**Cell sizes after repair**

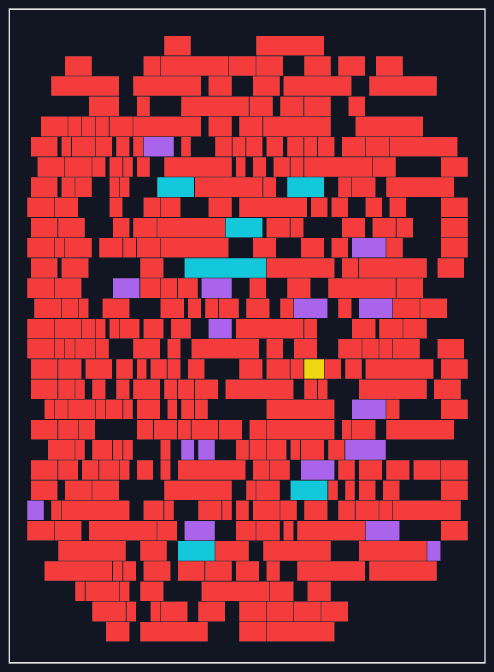
**Gate families picked out**

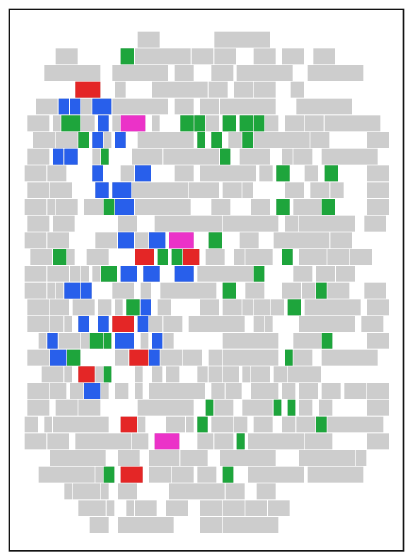
**Register map, names as in the netlist**

Scale bar: 20 um.
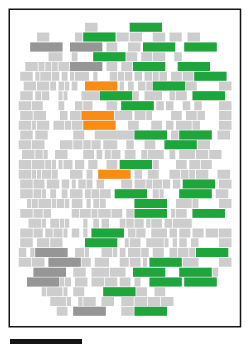
**Signal wires by layer**

Only two layers are drawn.
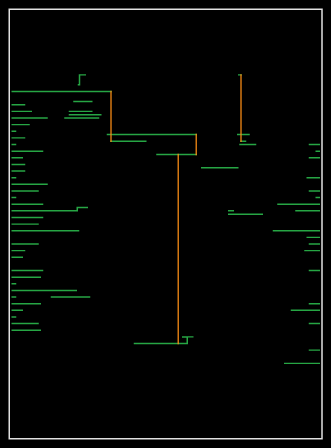
## config.mk

```make
export PLATFORM = sky130hd
export DESIGN_NAME = multicycle_control
export DESIGN_NICKNAME = d
export VERILOG_FILES = /design/src/rtl/multicycle_control.sv
export SDC_FILE = /design/constraint.sdc
export NUM_CORES = 1
export LEC_CHECK = 0
export CAP_MARGIN = 20
export CORE_ASPECT_RATIO = 1.4
export CORE_MARGIN = 2
export CORE_UTILIZATION = 53
export DETAILED_ROUTE_END_ITERATION = 6
export HOLD_SLACK_MARGIN = 0.06
export PLACE_DENSITY = 0.86
export SYNTH_ARGS = -nofsm -noshare
export SYNTH_HDL_FRONTEND = slang
export SYNTH_SLANG_ARGS = --single-unit
```

## constraint.sdc

```tcl
create_clock -name clk -period 3.75 [get_ports clk]
set_input_delay 0.375 -clock clk [delete_from_list [all_inputs] [get_ports clk]]
set_output_delay 0.375 -clock clk [all_outputs]
set_load 0.02 [all_outputs]
```

## src/rtl/multicycle_control.sv

```systemverilog
// multicycle_control
//
// Multi-cycle control FSM for the MIPS datapath. Each instruction walks
// FETCH -> DECODE -> (execute / memory / writeback states) -> FETCH. In every
// state the FSM drives the shared-datapath mux selects and enables.
//
// Memory handshake: the FSM holds a memory request (FETCH, MEMRD or MEMWR)
// and stays in that state. When mem_ready is 1 during a cycle, the access
// completes at the next rising edge. There is no separate request-valid
// signal, because being in one of those states is the request.
//
// Ports:
//   clk, rst_n        clock, asynchronous active-low reset
//   opcode, funct     instruction register fields [31:26] and [5:0]
//   mem_ready         memory finishes the current access this cycle
//   pc_write .. alu_src_a, reg_dst, alu_src_b, alu_op, pc_src, branch_ne
//                     datapath controls, decoded from the state register
//   bus_err, ill_op   sticky error flags (memory timeout, illegal opcode)
//   state_o           current state encoding
//   retired           completed-instruction counter (wraps)
//
// Configuration: defining MULTICYCLE_CTRL_BNE_EN enables bne (opcode 000101).
module multicycle_control #(
    parameter int WAIT_LIMIT = 15,
    parameter int CNT_W      = 32
) (
    input  logic             clk,
    input  logic             rst_n,
    input  logic [5:0]       opcode,
    input  logic [5:0]       funct,
    input  logic             mem_ready,
    output logic             pc_write,
    output logic             pc_write_cond,
    output logic             ir_write,
    output logic             i_or_d,
    output logic             mem_read,
    output logic             mem_write,
    output logic             mem_to_reg,
    output logic             reg_write,
    output logic             alu_src_a,
    output logic [1:0]       reg_dst,
    output logic [1:0]       alu_src_b,
    output logic [1:0]       alu_op,
    output logic [1:0]       pc_src,
    output logic             branch_ne,
    output logic             bus_err,
    output logic             ill_op,
    output logic [3:0]       state_o,
    output logic [CNT_W-1:0] retired
);

    typedef enum logic [3:0] {
        S_FETCH  = 4'd0,  S_DECODE = 4'd1,  S_MEMADR = 4'd2,  S_MEMRD  = 4'd3,
        S_MEMWB  = 4'd4,  S_MEMWR  = 4'd5,  S_EXEC   = 4'd6,  S_ALUWB  = 4'd7,
        S_IMMEX  = 4'd8,  S_IMMWB  = 4'd9,  S_BRANCH = 4'd10, S_JUMP   = 4'd11,
        S_JAL    = 4'd12, S_JR     = 4'd13, S_ERROR  = 4'd15
    } state_t;

    // The wait counter never passes WAIT_LIMIT-1: the next not-ready cycle
    // either ends in ERROR or the counter clears.
    localparam int WAIT_W = (WAIT_LIMIT < 2) ? 1 : $clog2(WAIT_LIMIT);
    localparam logic [WAIT_W-1:0] WAIT_LAST = WAIT_W'((WAIT_LIMIT == 0) ? 0 : WAIT_LIMIT - 1);

    state_t            state_q, state_d;
    logic [WAIT_W-1:0] wait_q, wait_d;
    // Sub-class flags are captured in DECODE. Later states then depend only
    // on registered values, not on the instruction-register inputs.
    logic              is_store_q, is_store_d;
    logic              imm_logic_q, imm_logic_d;
`ifdef MULTICYCLE_CTRL_BNE_EN
    logic              bne_q, bne_d;
`endif
    logic              retire, set_bus_err, set_ill_op, timeout;

    // This cycle would be the WAIT_LIMIT-th consecutive not-ready cycle.
    assign timeout = (WAIT_LIMIT != 0) && !mem_ready && (wait_q == WAIT_LAST);
    assign state_o = state_q;

    always_comb begin
        state_d       = state_q;
        wait_d        = '0;
        is_store_d    = is_store_q;
        imm_logic_d   = imm_logic_q;
`ifdef MULTICYCLE_CTRL_BNE_EN
        bne_d         = bne_q;
`endif
        retire        = 1'b0;
        set_bus_err   = 1'b0;
        set_ill_op    = 1'b0;
        pc_write      = 1'b0;
        pc_write_cond = 1'b0;
        ir_write      = 1'b0;
        i_or_d        = 1'b0;
        mem_read      = 1'b0;
        mem_write     = 1'b0;
        mem_to_reg    = 1'b0;
        reg_write     = 1'b0;
        alu_src_a     = 1'b0;
        reg_dst       = 2'd0;
        alu_src_b     = 2'd0;
        alu_op        = 2'b00;
        pc_src        = 2'd0;
        branch_ne     = 1'b0;

        case (state_q)
            S_FETCH: begin
                mem_read  = 1'b1;
                alu_src_b = 2'd1;
                ir_write  = mem_ready;
                pc_write  = mem_ready;
                if (mem_ready) begin
                    state_d = S_DECODE;
                end else if (timeout) begin
                    state_d     = S_ERROR;
                    set_bus_err = 1'b1;
                end else begin
                    wait_d = wait_q + WAIT_W'(1);
                end
            end
            S_DECODE: begin
                alu_src_b = 2'd3;
                case (opcode)
                    6'b000000: state_d = (funct == 6'b001000) ? S_JR : S_EXEC;
                    6'b100011: begin state_d = S_MEMADR; is_store_d = 1'b0; end
                    6'b101011: begin state_d = S_MEMADR; is_store_d = 1'b1; end
                    6'b001000: begin state_d = S_IMMEX; imm_logic_d = 1'b0; end
                    6'b001100,
                    6'b001101: begin state_d = S_IMMEX; imm_logic_d = 1'b1; end
`ifdef MULTICYCLE_CTRL_BNE_EN
                    6'b000100: begin state_d = S_BRANCH; bne_d = 1'b0; end
                    6'b000101: begin state_d = S_BRANCH; bne_d = 1'b1; end
`else
                    6'b000100: state_d = S_BRANCH;
`endif
                    6'b000010: state_d = S_JUMP;
                    6'b000011: state_d = S_JAL;
                    default: begin
                        state_d    = S_ERROR;
                        set_ill_op = 1'b1;
                    end
                endcase
            end
            S_MEMADR: begin
                alu_src_a = 1'b1;
                alu_src_b = 2'd2;
                state_d   = is_store_q ? S_MEMWR : S_MEMRD;
            end
            S_MEMRD, S_MEMWR: begin
                i_or_d    = 1'b1;
                mem_read  = (state_q == S_MEMRD);
                mem_write = (state_q == S_MEMWR);
                if (mem_ready) begin
                    if (state_q == S_MEMRD) begin
                        state_d = S_MEMWB;
                    end else begin
                        state_d = S_FETCH;
                        retire  = 1'b1;
                    end
                end else if (timeout) begin
                    state_d     = S_ERROR;
                    set_bus_err = 1'b1;
                end else begin
                    wait_d = wait_q + WAIT_W'(1);
                end
            end
            S_MEMWB: begin
                reg_write  = 1'b1;
                mem_to_reg = 1'b1;
                state_d    = S_FETCH;
                retire     = 1'b1;
            end
            S_EXEC: begin
                alu_src_a = 1'b1;
                alu_op    = 2'b10;
                state_d   = S_ALUWB;
            end
            S_ALUWB: begin
                reg_write = 1'b1;
                reg_dst   = 2'd1;
                state_d   = S_FETCH;
                retire    = 1'b1;
            end
            S_IMMEX: begin
                alu_src_a = 1'b1;
                alu_src_b = 2'd2;
                alu_op    = imm_logic_q ? 2'b11 : 2'b00;
                state_d   = S_IMMWB;
            end
            S_IMMWB: begin
                reg_write = 1'b1;
                state_d   = S_FETCH;
                retire    = 1'b1;
            end
            S_BRANCH: begin
                alu_src_a     = 1'b1;
                alu_op        = 2'b01;
                pc_write_cond = 1'b1;
                pc_src        = 2'd1;
`ifdef MULTICYCLE_CTRL_BNE_EN
                branch_ne     = bne_q;
`endif
                state_d       = S_FETCH;
                retire        = 1'b1;
            end
            S_JUMP: begin
                pc_write = 1'b1;
                pc_src   = 2'd2;
                state_d  = S_FETCH;
                retire   = 1'b1;
            end
            S_JAL: begin
                // mem_to_reg stays 0; the datapath routes the PC as write data.
                pc_write  = 1'b1;
                pc_src    = 2'd2;
                reg_write = 1'b1;
                reg_dst   = 2'd2;
                state_d   = S_FETCH;
                retire    = 1'b1;
            end
            S_JR: begin
                pc_write = 1'b1;
                pc_src   = 2'd3;
                state_d  = S_FETCH;
                retire   = 1'b1;
            end
            S_ERROR: state_d = S_ERROR;
            default: state_d = S_ERROR;
        endcase
    end

    always_ff @(posedge clk or negedge rst_n) begin
        if (!rst_n) begin
            state_q     <= S_FETCH;
            wait_q      <= '0;
            is_store_q  <= 1'b0;
            imm_logic_q <= 1'b0;
`ifdef MULTICYCLE_CTRL_BNE_EN
            bne_q       <= 1'b0;
`endif
            retired     <= '0;
            bus_err     <= 1'b0;
            ill_op      <= 1'b0;
        end else begin
            state_q     <= state_d;
            wait_q      <= wait_d;
            is_store_q  <= is_store_d;
            imm_logic_q <= imm_logic_d;
`ifdef MULTICYCLE_CTRL_BNE_EN
            bne_q       <= bne_d;
`endif
            if (retire)      retired <= retired + CNT_W'(1);
            if (set_bus_err) bus_err <= 1'b1;
            if (set_ill_op)  ill_op  <= 1'b1;
        end
    end

endmodule

```

==> CHANGELOG.md <==
## Implementation

* Outcome: completed
* Yosys synthesis chip area at 2660 sq um
* Vias per Instance at about 5.9
* FMAX at 358 MHz
* Pwr/cell area at between 200 and 300 nW/um^2
* Root Driver: clkbuf_8
* CTS tree: done
* CP max FO at 26
* Routability cong. at 0.801
* Setup-failing EPs final at 0
* H-Tree Depth at 2
* # Cells Yosys at 283
* Asr flop ratio synth at 1.00
* Worst setup SP type: register
* Reg2Reg Depth at 5
* Clk latency late pin at 0.30 ns
* Final Skew at 0.0139 ns
* Largest net degree at the start of global routing at 45
* Die Wd at 63.8 um
* Routed WL per cell at ~15 um
* Hold Crit Class: in2async
* R2r endpoint: retired[19]
* TritonCTS Buffers at 5
* Total die area at 5600 sq um
* Final wirelength at 5.96 mm
* Measured slew at the worst slew-check pin at 0.954 ns
* Commonest Layout Cell: clkdlybuf4s50_1
* Commonest flop: dfrtp_1
* DRT iter0 DRCs at about 80
* DR vias at 2372
* OpenROAD warning count at 27
* Yosys reg bits at 44
* Most frequent cells in the layout: 68 x clkdlybuf4s50_1, 44 x dfrtp_1, 25 x xor2_1, 23 x nor2_1, 17 x nand3_1
* Layout cells sized above 1 at 0.0676
* IO Pins at 71
* Antenna Diode Count at 0
* Post-Syn Instances at 283
* EDFF count, synth at 0
* Final Net Count at 357
* Worst R2R Setup Slack at roughly 1.2 ns
* Critical Path AT at roughly 2.4 ns
* Global-route usage over all layers at 0.226
* Rel. slew slack at 0.364
* Reg clk slew, reported paths at approximately 0.080 ns
* Cell area after layout at roughly 3400 sq um
* Peak supply drop at 212 uV
* Initial antenna violation count at 0
* CTS sink cnt at 44
* Core Area at 4840 sq um
* Setup_tns at 0 ns
* Avg Cell Area, Syn at 9.39 sq um
* CP Class: reg2out
* Vias in the first global route at ~2200
* Unique cell types at 56
* Post-CTS setup buffers at 0
* Fin. max-slew vios at 0
* Final Cycle Share at 0.745
* Synth Warn # at 0
* First-pass GRT wire length at 10.2 mm
* Cell area after synthesis at 2660 sq um
* Residual DRC count at 0
About 'cell sizes after repair':
colour	size	cells	most used
red	x1 and smaller	317	clkdlybuf4s50_1
cyan	x6 and larger	6	clkbuf_8
purple	x2	16	nor4_2
yellow	x3 and x4	1	buf_4

About 'gate families picked out':
colour	family	cells	most used
red	non-inverting ao/oa cells	8	o21a_1
blue	aoi and oai cells	30	o21ai_0
green	nand cells	43	nand3_1
magenta	mux cells	3	mux2_2

About 'register map, names as in the netlist':
colour	signal	placed flops
green	`retired`	32
orange	`state_o`	4
not coloured	8
storage element area: 1100 sq um
Final Util: 0.712
sequential cell area share: 0.319

About 'signal wires by layer':
colour	layer	wire length
green	M3	336 um
orange	M4	66.6 um

[sequential cells by signal, summed over array words and instances, names as in the netlist]
signal       cells
wait_q           4
bus_err          1
imm_logic_q      1
retired         32
state_o          4
is_store_q       1
ill_op           1
[stage by stage]
stage	power [mW]	utilization	hold slack [ns]	std cells	setup slack, ns
2_1_floorplan	0.496	-	0.0794	283	1.50
3_3_place_gp	0.523	0.690	0.452	396	1.29
3_5_place_dp	0.523	0.690	0.456	396	1.21
4_1_cts	0.877	0.712	0.257	404	0.965
5_1_grt	0.900	0.712	0.299	404	0.799
6_report	0.873	0.712	0.215	404	0.956
[Yosys cell counts, types with 2 or more instances]
cell type / n / share of area
a22oi_1: 2 / 0.0057
and3_1: 7 / 0.016
o21a_1: 2 / 0.0057
and4_1: 4 / 0.013
a31oi_1: 2 / 0.0047
buf_1: 2 / 0.0028
nor3b_1: 2 / 0.0057
xor2_1: 25 / 0.082
dfrtp_1: 44 / 0.41
a21oi_1: 7 / 0.013
buf_2: 6 / 0.011
nor4_1: 11 / 0.026
xnor2_1: 11 / 0.036
nor4_2: 6 / 0.028
nand2_1: 9 / 0.013
nor2_1: 23 / 0.033
nor4b_1: 4 / 0.013
nand2b_1: 5 / 0.012
nand4_1: 10 / 0.024
nor2b_1: 5 / 0.012
and2_1: 5 / 0.012
mux2_2: 3 / 0.013
clkbuf_1: 11 / 0.016
o211ai_1: 3 / 0.0085
or4_1: 3 / 0.0085
inv_1: 6 / 0.0085
nand3_1: 17 / 0.032
nor3_1: 11 / 0.021
o21ai_0: 8 / 0.015
ha_1: 3 / 0.014
[worst max-delay path by stage]
stage,end,slack [ns],depth (start not counted)
2_1_floorplan,alu_src_a,1.50,5
3_3_place_gp,pc_write,1.29,4
3_5_place_dp,retired[29],1.21,5
4_1_cts,pc_write,0.97,4
5_1_grt,pc_write,0.80,5
6_report,pc_write,0.96,4
[kinds of logic after synthesis]
logic type,count (synthesis),share of synthesized area
fa+ha+maj,3,0.0141
compound gates,38,0.0975
xor+xnor,36,0.119
flops,44,0.415
mux,3,0.0127
other cells,1,0.00141
simple gates,131,0.298
buf+inv,27,0.0429
[critical path: stages (launching register included)]
cell	delay (ns)
dfrtp_1	0.85
nor2b_1	0.20
o21a_1	0.25
or2_2	0.27
clkdlybuf4s50_1	0.54
[routing by layer]
layer	global-route usage	share of wire	wire length (um)	up-vias
met5	0	0	0	-
met4	0.0553	0.011	66	0
met3	0.0514	0.056	335	8
met2	0.397	0.53	3140	81
met1	0.281	0.40	2410	1145
li1	-	-	-	1138
[power by group]
part / leakage (nW) / internal (mW) / switching, mW
combinational: 0.645 / 0.0172 / 0.0207
sequential: 0.485 / 0.475 / 0.000354
clock: 0.0552 / 0.198 / 0.162
total: 1.18 / 0.690 / 0.183
[layout make-up]
| type | instances | area [sq um] |
|---|---|---|
| inverter | 6 | 22.5 |
| clock inverter | 2 | 35.0 |
| timing repair buffer | 70 | 693 |
| tap | 64 | 80.1 |
| fill | 372 | 1390 |
| clock buffer | 6 | 72.6 |
| sequential | 44 | 1100 |
| multi-input combinational | 212 | 1450 |
Power figures rest on the tool's default switching activity, not on a simulated workload.
